### src/rtl/accum_pkg.sv
`default_nettype none
// ============================================================================
// Module      : accum_pkg
// Description : Shared definitions for the 4-bit add/subtract accumulator and
//               its downstream result FIFO.
//               ACC_WIDTH      - accumulator result width
//               acc_result_t   - packed {of, r} result record
//               ACC_FIFO_DEPTH - default result FIFO depth
// Revision    : 1.0 - initial release
// ============================================================================
package accum_pkg;

    localparam int ACC_WIDTH      = 4;
    localparam int ACC_FIFO_DEPTH = 4;

    typedef struct packed {
        logic                 of;
        logic [ACC_WIDTH-1:0] r;
    } acc_result_t;

endpackage : accum_pkg
`default_nettype wire

### src/rtl/accum_of_counter.sv
`default_nettype none
// ============================================================================
// Module      : accum_of_counter
// Description : Overflow event counter plus sticky overflow flag.
//               Counts every accepted push that carries an overflow flag.
//               A clear coinciding with a counted push leaves count=1 and
//               sticky=1 so that event is never lost.
//               Build option ACCUM_FIFO_OFSAT_EN: counter saturates at its
//               top value instead of wrapping to zero.
// Ports       : clk      - clock, rising edge
//               rst      - synchronous active-high reset
//               i_inc    - count one overflow event this cycle
//               i_clr    - clear counter and sticky flag
//               o_count  - overflow event count
//               o_sticky - set by the first counted event
// Revision    : 1.0 - initial release
// ============================================================================
module accum_of_counter #(
    parameter int OFCNT_W = 8
) (
    input  logic               clk,
    input  logic               rst,
    input  logic               i_inc,
    input  logic               i_clr,
    output logic [OFCNT_W-1:0] o_count,
    output logic               o_sticky
);

    localparam logic [OFCNT_W-1:0] c_cnt_one = OFCNT_W'(1);
    localparam logic [OFCNT_W-1:0] c_cnt_max = '1;

    logic [OFCNT_W-1:0] r_count;
    logic               r_sticky;
    logic [OFCNT_W-1:0] w_count_inc;

`ifdef ACCUM_FIFO_OFSAT_EN
    // Hold at the top value once reached.
    assign w_count_inc = (r_count == c_cnt_max) ? c_cnt_max : (r_count + c_cnt_one);
`else
    // Natural modulo-2^OFCNT_W wrap.
    assign w_count_inc = r_count + c_cnt_one;
`endif

    always_ff @(posedge clk) begin
        if (rst) begin
            r_count  <= '0;
            r_sticky <= 1'b0;
        end else if (i_clr && i_inc) begin
            // Clear first, then count the coincident event.
            r_count  <= c_cnt_one;
            r_sticky <= 1'b1;
        end else if (i_clr) begin
            r_count  <= '0;
            r_sticky <= 1'b0;
        end else if (i_inc) begin
            r_count  <= w_count_inc;
            r_sticky <= 1'b1;
        end
    end

    assign o_count  = r_count;
    assign o_sticky = r_sticky;

endmodule : accum_of_counter
`default_nettype wire

### src/rtl/accum_result_fifo.sv
`default_nettype none
// ============================================================================
// Module      : accum_result_fifo
// Description : Result FIFO behind the 4-bit accumulator. Captures {of, r}
//               pairs, releases them over a valid/ready handshake, and keeps
//               overflow statistics (count + sticky flag).
//               Build option ACCUM_FIFO_OFSAT_EN: overflow counter saturates
//               instead of wrapping (implemented in accum_of_counter).
// Ports       : Clk        - clock, rising edge
//               Reset      - synchronous active-high reset
//               in_valid   - upstream result present
//               in_r       - accumulator result
//               in_of      - overflow/borrow flag for in_r
//               in_ready   - FIFO can accept (= !full)
//               out_valid  - head entry valid (= !empty)
//               out_r      - head entry result
//               out_of     - head entry overflow flag
//               out_ready  - consumer takes head entry
//               full/empty - occupancy flags
//               count      - occupied entries
//               of_count   - accepted entries with in_of=1
//               of_sticky  - set on first accepted overflow entry
//               clr_of     - clears of_count and of_sticky
// Revision    : 1.0 - initial release
// ============================================================================
module accum_result_fifo
    import accum_pkg::*;
#(
    parameter int WIDTH   = ACC_WIDTH,
    parameter int DEPTH   = ACC_FIFO_DEPTH,
    parameter int OFCNT_W = 8
) (
    input  logic                     Clk,
    input  logic                     Reset,
    input  logic                     in_valid,
    input  logic [WIDTH-1:0]         in_r,
    input  logic                     in_of,
    output logic                     in_ready,
    output logic                     out_valid,
    output logic [WIDTH-1:0]         out_r,
    output logic                     out_of,
    input  logic                     out_ready,
    output logic                     full,
    output logic                     empty,
    output logic [$clog2(DEPTH):0]   count,
    output logic [OFCNT_W-1:0]       of_count,
    output logic                     of_sticky,
    input  logic                     clr_of
);

    localparam int PW = $clog2(DEPTH);
    localparam int CW = PW + 1;

    localparam logic [PW-1:0] c_ptr_one   = PW'(1);
    localparam logic [CW-1:0] c_cnt_one   = CW'(1);
    localparam logic [CW-1:0] c_cnt_depth = CW'(DEPTH);

    logic [WIDTH:0]  r_mem [DEPTH];
    logic [PW-1:0]   r_wptr;
    logic [PW-1:0]   r_rptr;
    logic [CW-1:0]   r_count;
    logic            r_full;
    logic            r_empty;

    logic            w_push;
    logic            w_pop;
    logic [CW-1:0]   w_count_nxt;

    // Handshakes qualified only by registered flags, so no combinational
    // path from in_valid/out_ready reaches any flag output.
    assign w_push = in_valid  && !r_full;
    assign w_pop  = out_ready && !r_empty;

    always_comb begin
        w_count_nxt = r_count;
        case ({w_push, w_pop})
            2'b10:   w_count_nxt = r_count + c_cnt_one;
            2'b01:   w_count_nxt = r_count - c_cnt_one;
            default: w_count_nxt = r_count;
        endcase
    end

    // Storage: clearing every entry on reset makes the head read 0 after
    // reset, which is what downstream sees on out_r/out_of.
    always_ff @(posedge Clk) begin
        if (Reset) begin
            for (int i = 0; i < DEPTH; i++) begin
                r_mem[i] <= '0;
            end
        end else if (w_push) begin
            r_mem[r_wptr] <= {in_of, in_r};
        end
    end

    // Pointers wrap naturally because DEPTH is a power of two.
    always_ff @(posedge Clk) begin
        if (Reset) begin
            r_wptr  <= '0;
            r_rptr  <= '0;
            r_count <= '0;
            r_full  <= 1'b0;
            r_empty <= 1'b1;
        end else begin
            if (w_push) begin
                r_wptr <= r_wptr + c_ptr_one;
            end
            if (w_pop) begin
                r_rptr <= r_rptr + c_ptr_one;
            end
            r_count <= w_count_nxt;
            r_full  <= (w_count_nxt == c_cnt_depth);
            r_empty <= (w_count_nxt == '0);
        end
    end

    accum_of_counter #(
        .OFCNT_W (OFCNT_W)
    ) u_of_counter (
        .clk      (Clk),
        .rst      (Reset),
        .i_inc    (w_push && in_of),
        .i_clr    (clr_of),
        .o_count  (of_count),
        .o_sticky (of_sticky)
    );

    assign {out_of, out_r} = r_mem[r_rptr];
    assign full            = r_full;
    assign empty           = r_empty;
    assign in_ready        = !r_full;
    assign out_valid       = !r_empty;
    assign count           = r_count;

endmodule : accum_result_fifo
`default_nettype wire

### config.mk
export PLATFORM = sky130hd
export DESIGN_NAME = accum_result_fifo
export DESIGN_NICKNAME = d
export VERILOG_FILES = /design/src/rtl/accum_pkg.sv /design/src/rtl/accum_of_counter.sv /design/src/rtl/accum_result_fifo.sv
export SDC_FILE = /design/constraint.sdc
export NUM_CORES = 1
export LEC_CHECK = 0
export ABC_AREA = 1
export CAP_MARGIN = 20
export CORE_MARGIN = 2
export CORE_UTILIZATION = 25
export DETAILED_ROUTE_END_ITERATION = 8
export SLEW_MARGIN = 20
export SYNTH_ARGS = -nofsm -noshare
export SYNTH_HDL_FRONTEND = slang
export SYNTH_HIERARCHICAL = 1
export SYNTH_SLANG_ARGS = --single-unit
### constraint.sdc
create_clock -name Clk -period 1.85 [get_ports Clk]
set_clock_uncertainty 0.2 [all_clocks]
set_input_delay 0.4625 -clock Clk [delete_from_list [all_inputs] [get_ports Clk]]
set_output_delay 0.4625 -clock Clk [all_outputs]
set_load 0.005 [all_outputs]
run_1/detail.png
Window x 39 to 89, y 39 to 89 um. Cells in gray, sequential cells in the stronger gray; small squares are vias.
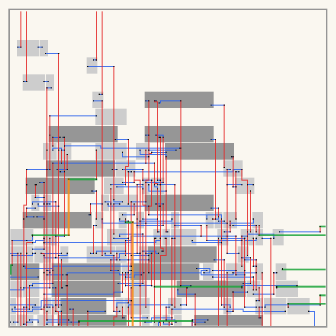
metal 2: marked red. metal 1: marked blue. metal 3: marked green. metal 4: marked orange.
Sequential cells in the window: 17. Netlist names of flops here include r_mem (15). Most frequent: nor2_1 (20), edfxtp_1 (15), inv_1 (7). 92 logic cells have their middle in the window.

run_1/layer_met3.png
Drawn at 6 px/um. Cells faint in the background.
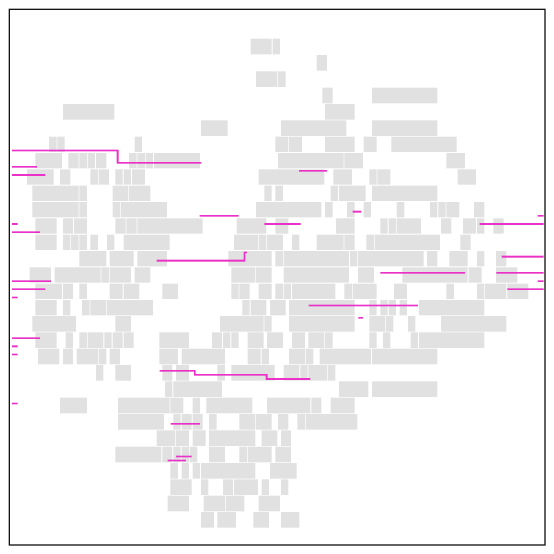
The longest straight run is 17.9 um. The layer carries 199 um of wire. The layer holds 4.9% of the routed length.
vias: 1506
DRT Wirelength: 4.081 mm
M3 GR Usage: 3.047%

run_1/placement_by_type.png
Drawn at 6 px/um.
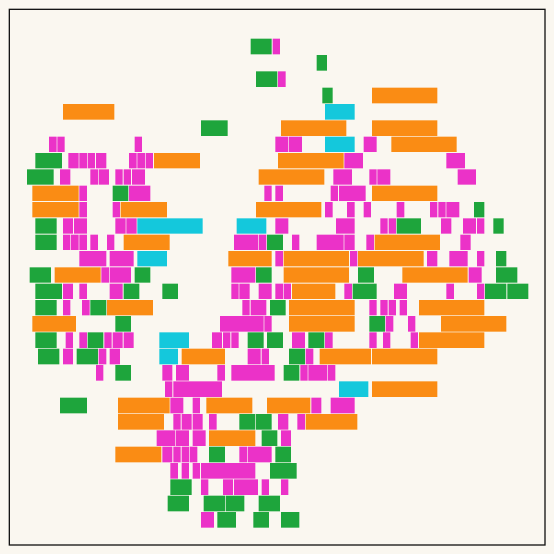
combinational and other logic: marked magenta, cells 159, share of their area 35%. sequential cells: marked orange, cells 40, share of their area 41%. remaining buffers and delay cells: marked green, cells 56, share of their area 19%. clock drivers and dummy loads: marked cyan, cells 8, share of their area 4.8%.
sequential share of cell area: 38.95%
final core utilization: 37.04%

==> summary.txt, run 1 <==
yosys + openroad results -> DR iter-0 viols=39, drt pass-1 iters=4, most numerous cell in the Yosys netlist=nor2_1, f_max=537.3 MHz, final number of setup-violating endpoints=1, vias in the first global route=1442, most frequent cells after synthesis=nor2_1, nand2_1, inv_1, crit path capture=out_r[0], fill count=743, max_slew headroom=79.73%, highest routed layer=met4, floorplan utilization=25.33%, clock network area share=4.591%, floorplan row count=31, count of cell types in the netlist=29, crit path DRT=1.19 ns, Clock net power=0.000752 W, # placed instances=347, Setup Crit Path Kind=reg2out, met2 routed WL=2.131 mm, number of signal-net buffers in the layout=56, synthesized flop and latch total=40, Clock Path Buffers=2, hold path start=r_rptr[0]$_SDFFE_PP0P_, worst vdd ir=0.3916 mV, adder share=2.491%, Psw=0.0007307 W, invs w/o clock=30, M1 wire length=1.714 mm, CP delay by family, top=flip-flops, Data buffer area share=18.50%, Post-synth top flop=edfxtp_1, P_leak=1.199 nW, Max power group=registers, DP Area=2372 um2, GRT Max-Usage Layer=met2, logic area=757.0 um2, Yosys chip area=1808 um2, synth warn=6, RSZ-0062 raised after global routing=true, clock latency on the worst-skew pair=0.29 ns, reg2reg setup slack=0.04 ns, met1 Usage GRT=12.84%, I/O pin total=31, Seq. cell area=1030 um2, ANT cells=0, Worst R2R End=full$_SDFF_PP0_, failing checks=negative setup slack, ys cells=201, All-Layer GR Usage=10.82%, Worst Path Arrival=1.20 ns, cts hold-fix bufs=0, startpoint types=flip-flop, period utilization=100.6%, worst path bufs/invs=2, final net count=275, Slowest-stage cell, CP=dfxtp_4, Post-synth ARST share=0%, max reg flops=20, worst hold path stage count=1, mux share=0%, port bufs=30, first-pass GRT wire length=6.472 mm, critical path, cell by cell=buf_6 -> o21ai_2 -> o22ai_2 -> buf_2, outcome=finished, violations left, worst-margin pin slew=0.3031 ns, CP Max Fanout=5, Synth area leader=edfxtp_1, most frequent logic cell in the layout=nor2_1, Post-Place Setup Slack=-0.5349 ns, RD Place Congestion=0.8742, net count of the mapped netlist=214, Clock transition at path regs=0.08 ns, Detail Route Antenna Nets=0, Leading cell kind=flip-flops and latches, synthesized instance count=201, GR Util met2=18.25%, grt total ovfl=0, setup ws final=-0.01112 ns, met3 wire length=199 um, clock share of power=29.2%, FF-to-FF Start=empty$_SDFF_PP1_, Hold WS=0.2731 ns, largest net degree at the start of global routing=14, Synth Area per Inst=8.995 um2, total power=0.002574 W, Top logic family=simple AND/OR/NAND/NOR gates, logic gate fraction of the total cell area=28.63%, EDFF count, synth=20, tool warnings=28, Switching Fraction=28.38%, Slew Limit Fails=0
run_1/io_placement.png
Drawn at 4 px/um. Pins as bars across the die edge, other pins in gray.
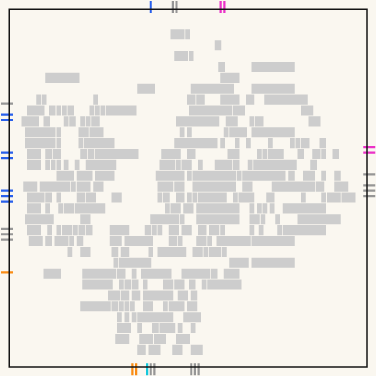

==> run 1 -> run 2 <==
--- a/config.mk
+++ b/config.mk
@@ -7,7 +7,6 @@
 export LEC_CHECK = 0
 export ABC_AREA = 1
 export CAP_MARGIN = 20
-export CORE_MARGIN = 2
 export CORE_UTILIZATION = 25
 export DETAILED_ROUTE_END_ITERATION = 8
 export SLEW_MARGIN = 20
==> constraint.sdc (replaced) <==
create_clock -name Clk -period 1.85 [get_ports Clk]
set_clock_uncertainty 0.2 [all_clocks]
set_input_delay 0.185 -clock Clk [delete_from_list [all_inputs] [get_ports Clk]]
set_output_delay 0.185 -clock Clk [all_outputs]
set_load 0.005 [all_outputs]
run_2/io_placement.png
Drawn at 4 px/um. Pins as bars across the die edge, other pins in gray.
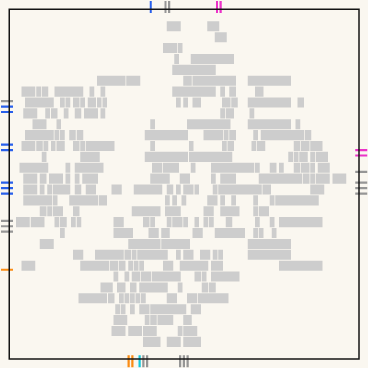
of_count: marked blue, pins 8, direction output, edge 7 left, 1 top. full: marked cyan, pins 1, direction output, edge bottom. count: marked orange, pins 3, direction output, edge 2 bottom, 1 left. out_r: marked magenta, pins 4, direction output, edge 2 top, 2 right.
All pins by edge: 12 left, 8 bottom, 6 right, 5 top.
port bufs: 30
Die H: 87.04 um
Chip Width: 87.04 um

==> run 2 against run 1 <==
  * Largest power group unchanged
  * Largest cell class unchanged
  * Sequential power barely moved
  * Maximum frequency rose by 5.6%
  * Combinational power fell by 9.6%
  * Critical path type is now reg2reg
  * The flow now finishes without violations
  * Critical path depth rose by 5
  * Die size fell by 4.4%
==> summary.txt, run 2 <==
yosys + openroad results -> total power=0.002287 W (-11%), grt total ovfl=0 (unchanged), Post-synth top flop=edfxtp_1, final net count=270 (-1.8%), period utilization=95.30% (-5.3 points), Top logic family=simple AND/OR/NAND/NOR gates, startpoint types=flip-flop, clock network area share=3.374% (-1.2 points), worst hold path stage count=4 (+3), cts hold-fix bufs=0 (unchanged), net count of the mapped netlist=214 (unchanged), Avg WL per Cell=10.70 um, Clock Path Buffers=2 (unchanged), Seq. cell area=1005 um2 (-2.4%), Worst R2R Path Depth=9, Final Cell Area=2485 um2, fraction of layout cells with a size suffix above 1=20.16%, mux share=0% (unchanged), ys cells=201 (unchanged), number of signal-net buffers in the layout=51 (-8.9%), worst path bufs/invs=1 (-1), highest routed layer=met4, CP delay by family, top=adder cells, CTS HTree Levels=2, Internal=0.001626 W, logic area=699.4 um2 (-7.6%), Synth area leader=edfxtp_1, Psw=0.0006616 W (-9.5%), most numerous cell in the Yosys netlist=nor2_1, I/O pin total=31 (unchanged), max reg flops=20 (unchanged), critical path, cell by cell=inv_2 -> nand2_4 -> ha_4 -> fa_2 -> nand2_1 -> nand2_1 -> nor2_2 -> nand3_1 -> nand2_1, floorplan utilization=26.18% (+0.84 points), Dominant cell area share=33.22%, clock latency on the worst-skew pair=0.29 ns (about the same), Complex Gates by Area=9.343%, # placed instances=343 (-1.2%), CTS tree=yes, M1 wire length=1.743 mm (+1.7%), synthesized instance count=201 (unchanged), Data buffer area share=18.53% (+0.025 points), All-Layer GR Usage=11.05% (+0.23 points), Leading cell kind=flip-flops and latches, Max power group=registers, Setup Crit Path Kind=reg2reg, vias in the first global route=1434 (-0.55%), DP Area=2351 um2 (-0.90%), tool warnings=26 (-7.1%), P_leak=1.052 nW (-12%), XORs/XNORs by Area=0.9689%, RSZ-0062 raised after global routing=false, Slowest-stage cell, CP=fa_2, worst-margin pin slew=0.4116 ns (+0.1085 ns), Die ar.=7576 um2, first-pass GRT wire length=6.389 mm (-1.3%), P_comb=0.000639 W, FF-to-FF Start=full$_SDFF_PP0_, final core utilization=35.98% (-1.1 points), Slew Limit Fails=0 (unchanged), most frequent cells after synthesis=nor2_1, nand2_1, inv_1, outcome=completed, DRT Wirelength=3.787 mm (-7.2%), final number of setup-violating endpoints=0 (-1), initial antenna violation count=0, floorplan row count=30 (-3.2%), Worst path max stage delay=0.53 ns, GRT Max-Usage Layer=met2, clock share of power=24.0% (-5.2 points), adder share=2.491% (unchanged), synthesized flop and latch total=40 (unchanged), vias=1449 (-3.8%), f_max=567.2 MHz (+5.6%), Logic pwr share=27.9%, drt pass-1 iters=4 (unchanged), Post-synth ARST share=0% (unchanged), simple share=24.78%, GR Util met2=19.76% (+1.5 points), Worst Path Arrival=1.74 ns (+0.54 ns), clock root cell=clkbuf_8, Hold Violations, Final=0, min cycle time layout=1.763 ns, hold path start=in_valid, sequential share of cell area=40.43% (+1.5 points), invs w/o clock=30 (unchanged), DR iter-0 viols=51 (+31%), synth warn=6 (unchanged), Top cells excl fill/tap=nor2_1, nand2_1, inv_1, reg2reg setup slack=0.09 ns (+0.05 ns), fill count=736 (-0.94%), Detail Route Antenna Nets=0 (unchanged), largest net degree at the start of global routing=13 (-1), max_slew headroom=72.32% (-7.4 points), met2 routed WL=1.838 mm (-14%), crit path capture=empty$_SDFF_PP1_, ANT cells=0 (unchanged), RD Place Congestion=0.8575 (-1.9%), count of cell types in the netlist=29 (unchanged), worst vdd ir=0.3962 mV (+1.2%), Synth Area per Inst=8.995 um2 (unchanged), most frequent logic cell in the layout=nor2_1, EDFF count, synth=20 (unchanged), Yosys chip area=1808 um2 (unchanged), crit path DRT=1.83 ns (+0.64 ns), met3 wire length=161 um (-19%), M3 GR Usage=2.938% (-0.11 points), logic gate fraction of the total cell area=28.15% (-0.49 points), Clock transition at path regs=0.07 ns (about the same), CP Max Fanout=3 (-2), Hold WS=0.1370 ns (-0.1361 ns), met1 Usage GRT=12.46% (-0.38 points), Switching Fraction=28.93% (+0.54 points), Post-Place Setup Slack=-0.3340 ns (+0.2009 ns), Top cells by area=edfxtp_1, dfxtp_1, nor2_1, setup ws final=0.08692 ns (+0.09804 ns), CP dominant cell by count=nand2_1, Worst R2R End=empty$_SDFF_PP1_
run_2/clocks.png
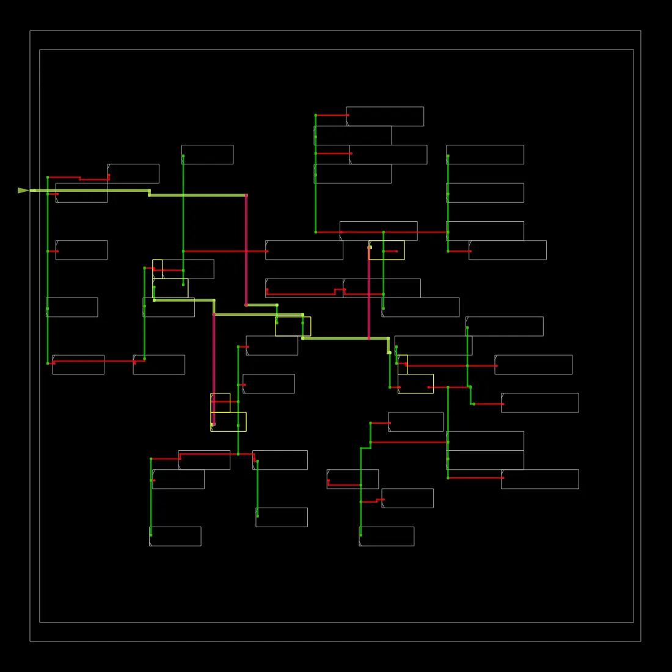
clock buffers: 6
Sink Count: 40
Clock net power: 0.000549 W
CTS Buf Count: 5
flop count: 40

Power and IR drop assume default switching activity.
